**config.mk**
```make
export PLATFORM = sky130hd
export DESIGN_NAME = multi_pulse_generator
export DESIGN_NICKNAME = d
export VERILOG_FILES = /design/src/rtl/pulse_gen_pkg.sv /design/src/rtl/pulse_channel.sv /design/src/rtl/multi_pulse_generator.sv
export SDC_FILE = /design/constraint.sdc
export NUM_CORES = 1
export LEC_CHECK = 0
export CAP_MARGIN = 5
export CORE_MARGIN = 2
export CORE_UTILIZATION = 25
export DETAILED_ROUTE_END_ITERATION = 16
export DONT_BUFFER_PORTS = 1
export PLACE_DENSITY = 0.42
export REMOVE_ABC_BUFFERS = 1
export SLEW_MARGIN = 20
export SYNTH_ARGS = -nofsm -noshare
export SYNTH_HDL_FRONTEND = slang
export SYNTH_HIERARCHICAL = 1
export SYNTH_SLANG_ARGS = --single-unit
```
**constraint.sdc**
```tcl
create_clock -name clk -period 2 [get_ports clk]
set_input_delay 0.6 -clock clk [delete_from_list [all_inputs] [get_ports clk]]
set_output_delay 0.6 -clock clk [all_outputs]
set_load 0.05 [all_outputs]
```
**src/rtl/pulse_gen_pkg.sv**
```systemverilog
// Shared types for the multi-channel pulse generator: per-channel FSM state
// encoding and the mode constants.
package pulse_gen_pkg;

  typedef enum logic [1:0] {
    IDLE = 2'd0,
    RUN  = 2'd1,
    DONE = 2'd2
  } state_e;

  localparam logic MODE_PERIODIC = 1'b0;
  localparam logic MODE_ONESHOT  = 1'b1;

endpackage

```
**src/rtl/pulse_channel.sv**
```systemverilog
// One pulse-generator channel: IDLE/RUN/DONE FSM plus an N-bit period counter.
// The terminal test uses the live ticks value, so shrinking the period below
// the current count ends the period at once instead of wrapping.
module pulse_channel
  import pulse_gen_pkg::*;
#(
  parameter int unsigned N = 8
) (
  input  logic         clk,
  input  logic         rst,
  input  logic         ena_i,
  input  logic [N-1:0] ticks_i,
  input  logic         mode_i,
  input  logic         trigger_i,
  input  logic         sync_i,
  output logic         out_o,
  output logic         busy_o
);

  state_e       state_q;
  logic [N-1:0] cnt_q;
  logic         mode_q;
  logic         out_q;
  logic         busy_q;

  logic [N-1:0] lim;
  logic         term;

  // Last count of a period; ticks of 0 behaves like 1.
  assign lim  = (ticks_i == '0) ? '0 : (ticks_i - N'(1));
  // A sync strobe in RUN suppresses the terminal event of that cycle.
  assign term = (cnt_q >= lim) && !sync_i;

  // Channel FSM with counter; out/busy registered alongside the state.
  always_ff @(posedge clk or negedge rst) begin
    if (!rst) begin
      state_q <= IDLE;
      cnt_q   <= '0;
      mode_q  <= MODE_PERIODIC;
      out_q   <= 1'b0;
      busy_q  <= 1'b0;
    end else begin
      out_q <= 1'b0;
      if (!ena_i) begin
        // Disable wins everywhere and cancels any pending pulse.
        state_q <= IDLE;
        cnt_q   <= '0;
        busy_q  <= 1'b0;
      end else begin
        unique case (state_q)
          IDLE: begin
            if (mode_i == MODE_PERIODIC || trigger_i) begin
              state_q <= RUN;
              cnt_q   <= '0;
              mode_q  <= mode_i;
              busy_q  <= 1'b1;
            end
          end
          RUN: begin
            if (sync_i) begin
              cnt_q <= '0;
            end else if (term) begin
              cnt_q <= '0;
              out_q <= 1'b1;
              if (mode_q == MODE_ONESHOT) begin
                state_q <= DONE;
                busy_q  <= 1'b0;
              end
            end else begin
              cnt_q <= cnt_q + N'(1);
            end
          end
          DONE: begin
            // Re-arm only once trigger has been released.
            if (!trigger_i) state_q <= IDLE;
          end
          default: begin
            state_q <= IDLE;
            cnt_q   <= '0;
            busy_q  <= 1'b0;
          end
        endcase
      end
    end
  end

  assign out_o  = out_q;
  assign busy_o = busy_q;

endmodule

```
**src/rtl/multi_pulse_generator.sv**
```systemverilog
// CH independent programmable pulse generators.
// Optional feature: define PULSE_GEN_SYNC_EN to add the global 'sync' input,
// which re-phases every running channel to counter 0 in the same cycle.
module multi_pulse_generator
  import pulse_gen_pkg::*;
#(
  parameter int unsigned N  = 8,
  parameter int unsigned CH = 4
) (
  input  logic                 clk,
  input  logic                 rst,
`ifdef PULSE_GEN_SYNC_EN
  input  logic                 sync,
`endif
  input  logic [CH-1:0]        ena,
  input  logic [CH-1:0][N-1:0] ticks,
  input  logic [CH-1:0]        mode,
  input  logic [CH-1:0]        trigger,
  output logic [CH-1:0]        out,
  output logic [CH-1:0]        busy
);

  logic sync_w;

`ifdef PULSE_GEN_SYNC_EN
  assign sync_w = sync;
`else
  assign sync_w = 1'b0;
`endif

  for (genvar g = 0; g < CH; g++) begin : g_ch
    pulse_channel #(.N(N)) u_ch (
      .clk       (clk),
      .rst       (rst),
      .ena_i     (ena[g]),
      .ticks_i   (ticks[g]),
      .mode_i    (mode[g]),
      .trigger_i (trigger[g]),
      .sync_i    (sync_w),
      .out_o     (out[g]),
      .busy_o    (busy[g])
    );
  end

endmodule

```
==> run_1/met1.png <==
The bar under the picture is 50 microns long. Supply wires on this layer in gray.
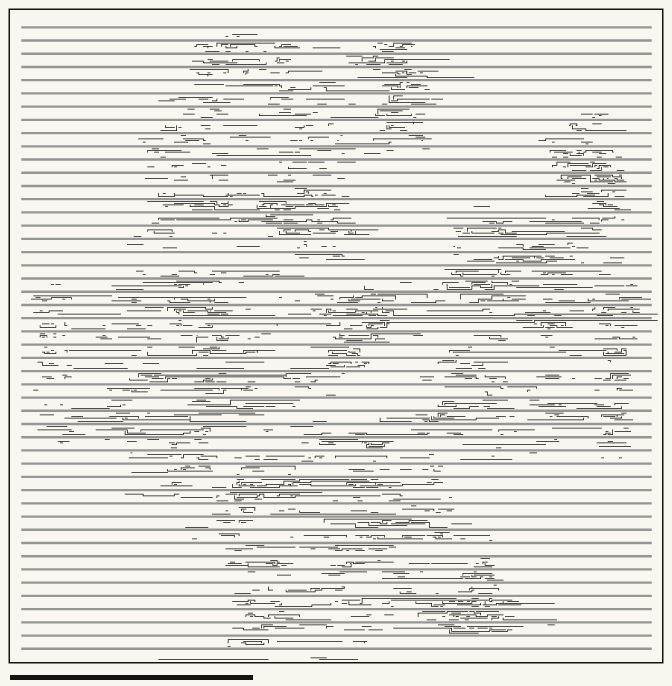
The wires run mostly horizontal. The layer carries 4710 microns of wire. The layer holds 46% of the routed length. The longest straight run is 30.4 microns. 607 nets have wire on it.
total number of vias: 3710
drt total wl: 10200 microns
M1 GR Usage: 0.149

==> run_1/met2.png <==
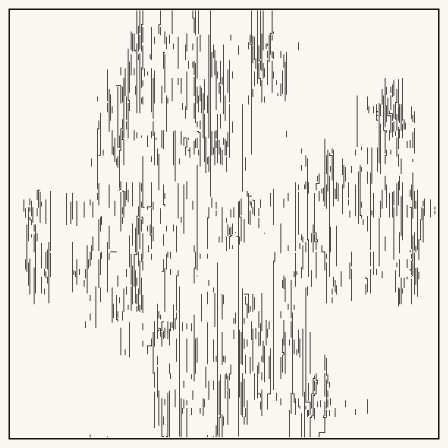
565 nets have wire on it. The wires run mostly vertical. The layer carries 5100 microns of wire. The longest straight run is 73.4 microns.
met2 global-route usage: 0.202

==> run_1/met3.png <==
The bar under the picture is 50 microns long.
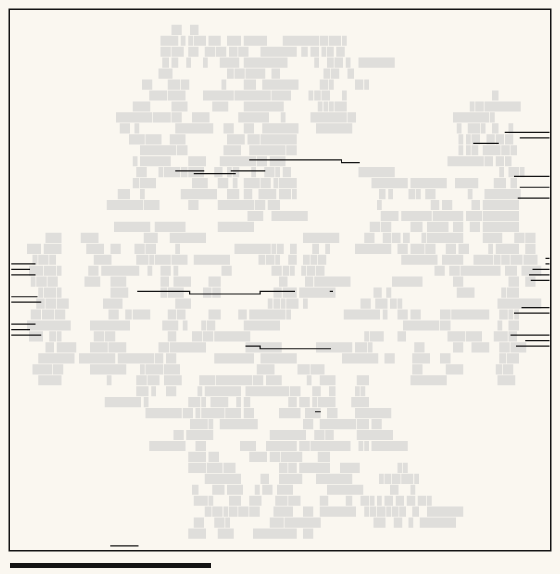
The wires run mostly horizontal. The longest straight run is 22.8 microns.
met3 Resource Use GR: 0.0181

==> run_1/final_clocks.png <==
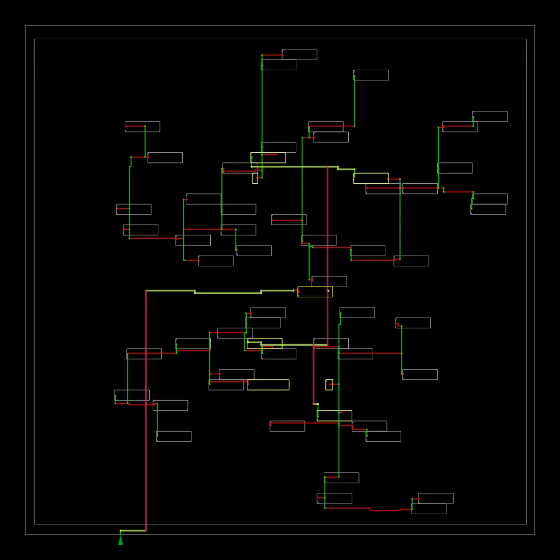
clk_buf instances: 6
skew final: 0.00901 ns
cts bufs inserted: 5

==> CHANGELOG.md, run 1 <==
### Changed

* Unique cell types at ~48
* Main flop type: dfrtp_1
* Tap cells at ~220
* Number of synthesized flops with an enable pin at 0
* Clock-pin slew on the worst setup and hold paths at ~0.070 ns
* Final Util at 0.371
* Non-filler instance count after layout at 786
* Final setup fails at 48
* CP required at around 2.2 ns
* # diodes at 0
* Buffers, non-clock at 84
* Reg power frac at 0.428
* Power Total at between 2 and 3 mW
* P_leak at ~2.8 nW
* Tightest Pin Transition at 0.744 ns
* Critical path fanouts, max at 6
* Fp_density at 0.255
* Synth Cell Area at around 4200 sq um
* Crit path DAT at 2.92 ns
* Crit end category: flop
* Run status: complete, but fails checks
* Detailed-route DRC error count at 0
* Pwr top: registers
* Fillers at 1687
* Failing checks: setup timing
* Final hold viol count at 0
* PwrDens at 434 nW/um^2
* Logic share of the area at 0.560
* Switching power at a little over 700 uW
* Mapped Cells at 462
* Post-synth seq share at 0.307
* Comb gates at 397
* NonClk Buf Share at 0.117
* Max Slew Vio Count at 0
* Largest net degree at the start of global routing at between 50 and 60
* Worst hold path class: in2async
* Row Count at approximately 47
* PnR worst setup slack at -0.677 ns
* Initial antenna violation count at 0
* DP Area at 5010 sq um
* CP Cell Sequence: clkinv_16 > ha_4 > nor2b_4 > nand3b_1 > or3_4 > and2_4 > ha_4 > nand2b_4 > a2111oi_4 > buf_4 > o211ai_4 > o21bai_1 > a21o_1
* Vias/cell at 4.72
* Peak supply drop at 0.000277 V
* Critical-path cell with the highest stage delay: or3_4
* Cell family with most CP delay: simple AND/OR/NAND/NOR gates
* Post-synth top area share at 0.307
* WS Path Type: in2reg
* Largest cells by area after synthesis: dfrtp_1, ha_1, nand2_1
* XOR Share, Synth at 0.0248
* Clock-cell share at 0.0267
* Inverters excl. clock at 25
* CTS tree: yes
* Maxcap violations at 0
* Setup TNS at -26.23 ns
-- run 1: repair_timing --
item                                    4_1_cts  5_1_grt
endpoints found under the setup margin       48       48
hold buffers                                  1        0
buffers inserted                             10       10
pin swaps                                    58       27
cloned                                        1        0
resized                                     139       39
hold endpoints to repair                     52        0
-- run 1: registers in the layout, indices dropped and copies added, names as in the netlist --
name,count
g_ch.u_ch/out_o,4
g_ch.u_ch/cnt_q,32
g_ch.u_ch/mode_q,4
g_ch.u_ch/busy_o,4
g_ch.u_ch/state_q,8
-- run 1: path summary, 6_finish.rpt --
path	from	to	slack, ns	cells past startpoint
max	ticks[9]	g_ch[1].u_ch/cnt_q[2]	-0.68	13
min	rst	g_ch[0].u_ch/cnt_q[1]	0.18	1
max reg2reg	g_ch[3].u_ch/cnt_q[5]	g_ch[3].u_ch/cnt_q[6]	-0.03	8
min reg2reg	g_ch[2].u_ch/mode_q	g_ch[2].u_ch/mode_q	0.54	2
max in group asynchronous	rst	g_ch[3].u_ch/state_q[1]	1.60	1
min in group clk	trigger[0]	g_ch[0].u_ch/state_q[1]	0.45	2
-- run 1: cell usage in the layout, fill, tap and decap left out, drive strengths merged, types with 5 or more instances in the layout --
master / count
a2111oi: 8
o211ai: 9
o21ai: 24
nand3: 5
buf: 84
nor3b: 11
a21oi: 21
nor2b: 21
nand2b: 23
clkbuf: 6
nor3: 22
conb: 16
dfrtp: 52
clkinv: 8
o21bai: 10
and3: 10
nand4: 8
a211o: 7
nand2: 48
and2: 11
nor2: 30
ha: 40
inv: 18
a21o: 17
xor2: 8
a31oi: 7
-- run 1: per-layer routing --
metal,track usage,share of wire,up-vias
met1,0.149,0.46,1788
met5,0,0,-
li1,-,-,1873
met2,0.202,0.50,42
met3,0.0181,0.026,7
met4,0.0333,0.012,0
==> inputs of run 2 (changes only) <==
--- a/config.mk
+++ b/config.mk
@@ -7,10 +7,11 @@
 export LEC_CHECK = 0
 export CAP_MARGIN = 5
 export CORE_MARGIN = 2
-export CORE_UTILIZATION = 25
+export CORE_UTILIZATION = 35
+export CTS_CLUSTER_DIAMETER = 120
 export DETAILED_ROUTE_END_ITERATION = 16
 export DONT_BUFFER_PORTS = 1
-export PLACE_DENSITY = 0.42
+export PLACE_DENSITY = 0.53
 export REMOVE_ABC_BUFFERS = 1
 export SLEW_MARGIN = 20
 export SYNTH_ARGS = -nofsm -noshare
==> run_2/gate_families.png <==
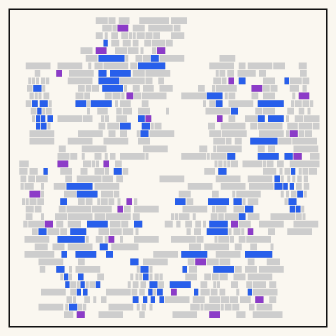
Blue shows inverting AOI/OAI gates, cells 92, most used a21oi_1, where widely spread. Purple shows AND and OR gates, cells 26, most used and2_4, where widely spread.
non-filler instance count after layout: 719
Commonest Layout Cell: buf_4
logic share of the area: 0.571

==> CHANGELOG.md, run 2 <==
### Changed

* Final hold viol count at 0
* Clk root buf: clkbuf_16
* Reg with most FFs: g_ch.u_ch/cnt_q
* Asr flop ratio synth at 1.00
* Crit end category: flop
* Worst setup SP type: primary input
* Post-synth top area share at 0.307
* P_leak at 2.88 nW
* Crit path DAT at 2.92 ns
* Mapped Cells at 462
* Area fraction in compound gates at 0.238
* Main flop type: dfrtp_1
* Cts bufs inserted at 5
* Clock sink total at 52
* Mux share at 0.00946
* CTS tree: yes
* Pre-CTS setup slack at -1.25 ns
* PwrDens at 416 nW/um^2
* Run status: complete, but fails checks
* XOR Share, Synth at 0.0248
* Largest net degree at the start of global routing at 53
* Vias/cell at about 5.2
* Peak supply drop at 0.000414 V
* Number of synthesized flops with an enable pin at 0
* CP required at 2.23 ns
* Final Util at 0.519
* Met3 Resource Use GR at 0.0239
* Routed Antenna Nets at 0
* Post-synth seq share at 0.307
* Met2 global-route usage at 0.300
* Fin crit period at about 2.7 ns
* DP Wirelength at 6760 microns
* Failing checks: setup timing
* Tightest Pin Transition at 0.816 ns
* Top Metal Used: met4
* Drt total wl at 10100 microns
* Synth Cell Area at 4230 sq um
* Unique cell types at 48
* Met2 Routed Length at between 5000 and 6000 microns
* Maxcap violations at 0
* Total track usage at 0.161
* Vert. Die Dim at 114 microns
* Fp_density at 0.355
* Slew HR at 0.452
* Skew final at 0.00768 ns
* PnR worst setup slack at -0.691 ns
* Top cells excl fill/tap: buf_4, dfrtp_1, nand2_1
* Power Total at 2.58 mW
* CP Cell Sequence: clkinv_16 > ha_4 > nor2b_4 > nand3b_1 > or3_4 > and2_4 > ha_4 > nand2b_4 > a2111oi_4 > o211ai_4 > buf_6 > o21bai_1 > a21o_1
* Initial antenna violation count at 0
* Critical path fanouts, max at 6
* Layout cells sized above 1 at 0.390
* Detailed-route DRC error count at 0
* DP Area at between 4000 and 5000 sq um
* # diodes at 0
* Largest cells by area after synthesis: dfrtp_1, ha_1, nand2_1
* Max reg flops at 32
* Warnings, synthesis at 6
* Row Count at 40
* Met1 WL at 4470 microns
* Fillers at 1074
* Final setup fails at ~48
* Setup TNS at -26.67 ns
* WS Path Type: in2reg
* Met3 WL at ~310 microns
* Cell family with most CP delay: AND-OR/OR-AND gates
* Max Slew Vio Count at 0
* Total number of vias at between 3000 and 4000
* CP bufs+invs at 2
* Layer with the highest usage: met2
* Critical-path cell with the highest stage delay: a2111oi_4
* Worst hold path class: in2async
* Biggest regs: g_ch.u_ch/cnt_q: 32 flops, g_ch.u_ch/state_q: 8 flops
* M1 GR Usage at 0.199
* Clock-pin slew on the worst setup and hold paths at 0.07 ns
-- run 2: area by class of cell --
cell class / instances / area, sq um / share of cell area
clock buffer: 8 / 146 / 0.0237
multi-input combinational: 398 / 3540 / 0.571
timing repair buffer: 89 / 771 / 0.125
inverter: 25 / 249 / 0.0402
tap: 147 / 184 / 0.0297
sequential: 52 / 1300 / 0.210
-- run 2: final timing paths --
path / slack (ns) / to / startpoint / depth (start not counted)
worst max-delay path: -0.69 / g_ch[3].u_ch/cnt_q[2] / ticks[25] / 13
worst min-delay path: 0.17 / g_ch[3].u_ch/cnt_q[0] / rst / 1
worst max register to register: -0.02 / g_ch[3].u_ch/cnt_q[6] / g_ch[3].u_ch/cnt_q[7] / 7
worst min register to register: 0.52 / g_ch[2].u_ch/mode_q / g_ch[2].u_ch/mode_q / 2
max in group asynchronous: 1.60 / g_ch[0].u_ch/out_o / rst / 1
min in group clk: 0.46 / g_ch[0].u_ch/state_q[1] / trigger[0] / 2
-- run 2: what timing repair did --
action / CTS / global route
hold buffers: 1 / 0
setup buffers: 17 / 7
hold endpoints to repair: 52 / 0
pin swaps: 59 / 39
resized: 148 / 38
cloned: 3 / 0
setup endpoints to repair: 48 / 48
-- run 2: report_power, final --
part	internal [mW]	switching (mW)	total [mW]	leakage [nW]
Sequential	1.08	0.0581	1.14	0.702
Combinational	0.297	0.263	0.560	2.11
Clock	0.501	0.374	0.874	0.0712
-- run 2: cells by family (layout without fill, tap and decap cells) --
group / Yosys count / in the layout
xor gates and xnor gates: 12 / 12
DFF: 52 / 52
buffers and inverters: 29 / 122
AOI/OAI and AO/OA: 123 / 125
other: 1 / 16
muxes: 4 / 4
adders and majority gates: 40 / 40
and+or+nand+nor: 201 / 201
==> inputs of run 3 (changes only) <==
--- a/config.mk
+++ b/config.mk
@@ -5,7 +5,7 @@
 export SDC_FILE = /design/constraint.sdc
 export NUM_CORES = 1
 export LEC_CHECK = 0
-export CAP_MARGIN = 5
+export CAP_MARGIN = 40
 export CORE_MARGIN = 2
 export CORE_UTILIZATION = 35
 export CTS_CLUSTER_DIAMETER = 120
@@ -13,6 +13,7 @@
 export DONT_BUFFER_PORTS = 1
 export PLACE_DENSITY = 0.53
 export REMOVE_ABC_BUFFERS = 1
+export SETUP_SLACK_MARGIN = 0.15
 export SLEW_MARGIN = 20
 export SYNTH_ARGS = -nofsm -noshare
 export SYNTH_HDL_FRONTEND = slang
==> CHANGELOG.md, run 3 <==
### Changed

* Run status: complete, but fails checks
* Unique cell types at 48
* Biggest regs: g_ch.u_ch/cnt_q: 32 flops, g_ch.u_ch/state_q: 8 flops
* Failing checks: setup timing
* Crit end category: flop
* Critical-path cell with the highest stage delay: or3_4
* PnR worst setup slack at -0.728 ns
* Total track usage at 0.161
* Sw Ratio at 0.270
* P_leak at 2.90 nW
* FF+latch area at 1300 sq um
* Tightest Pin Transition at 0.813 ns
* Total number of vias at 3772
* Post-synth top area share at 0.307
* Maxcap violations at 0
* DP Wirelength at 6760 microns
* Initial antenna violation count at 0
* CP Cell Sequence: clkinv_16 > ha_4 > nor2b_4 > nand3b_1 > or3_4 > buf_6 > nand2_4 > ha_4 > and3_4 > a221oi_4 > buf_6 > o211ai_4 > buf_6 > nor3b_2 > a21o_1
* Final setup fails at 48
* CP bufs+invs at 4
* Max Slew Vio Count at 0
* Slew HR at 0.454
* Cell family with most CP delay: simple AND/OR/NAND/NOR gates
* CTS tree: yes
* Reg2Reg Depth at 7
* Switching power at 697 uW
* PwrDens at just over 400 nW/um^2
* Fin crit period at 2.73 ns
* Cts bufs inserted at 5
* Combinational power at 573 uW
* # diodes at 0
* Clock-pin slew on the worst setup and hold paths at 0.07 ns
* Final Util at 0.526
* Flop-to-flop setup slack at -0.03 ns
* Warnings, synthesis at 6
* Synth Cell Area at 4230 sq um
* Fp_density at 0.355
* Skew final at 0.00743 ns
* CP required at between 2 and 2.5 ns
* Number of synthesized flops with an enable pin at 0
* Main flop type: dfrtp_1
## run 3: cell counts after synthesis
Identical to the previous run, type by type.
## run 3: cells by family (layout without fill, tap and decap cells)
logic type	after synthesis	count (layout)	share of synthesized area
AND/OR/NAND/NOR	201	201	0.268
AND-OR/OR-AND	123	125	0.238
flip-flops	52	52	0.307
adder cells (fa/ha/maj)	40	40	0.118
buffers and inverters	29	126	0.0328
XOR/XNOR	12	12	0.0248
multiplexers	4	4	0.00946
other	1	16	0.000886
## run 3: worst max-delay path by stage
stage                     startpoint                    end  slack, ns  depth (start not counted)
after CTS                  ticks[17]  g_ch[2].u_ch/cnt_q[5]      -0.69                         15
after detailed placement    ticks[0]  g_ch[0].u_ch/cnt_q[5]      -1.25                         12
final                      ticks[17]  g_ch[2].u_ch/cnt_q[4]      -0.73                         15
after global routing       ticks[17]  g_ch[2].u_ch/cnt_q[4]      -0.85                         16
after global placement     ticks[16]  g_ch[2].u_ch/cnt_q[4]      -1.20                         13
after floorplan             ticks[0]  g_ch[0].u_ch/cnt_q[5]      -1.22                         12
## run 3: cell type report
class | instances | share of cell area
multi-input combinational | 398 | 0.570
sequential | 52 | 0.208
tap | 147 | 0.0294
clock buffer | 8 | 0.0234
timing repair buffer | 93 | 0.130
inverter | 25 | 0.0397
## run 3: metal layers
metal / routed length (microns) / track usage / up-vias
li1: - / - / 1901
met1: 4500 / 0.199 / 1807
met2: 5330 / 0.300 / 60
met3: 301 / 0.0239 / 4
met4: 61 / 0.0276 / 0
met5: 0 / 0 / -
## run 3: what timing repair did
action / in CTS / in global routing
pin swaps: 62 / 44
gates cloned: 3 / 0
endpoints found under the hold margin: 52 / 52
resized: 151 / 50
buffers inserted: 19 / 7
endpoints found under the setup margin: 48 / 48
==> run_3/gate_families.png <==
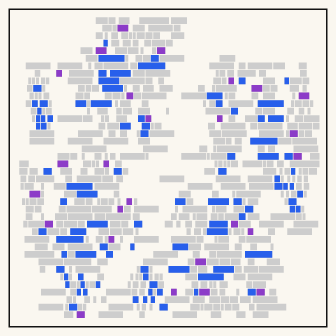
Blue shows inverting AOI/OAI gates, cells 92, where widely spread. Purple shows AND and OR gates, cells 26, most used and2_4, where widely spread.
logic share of the area: 0.570
non-filler instance count after layout: 723

No activity file was given, so power comes from the tool's default toggle rates.
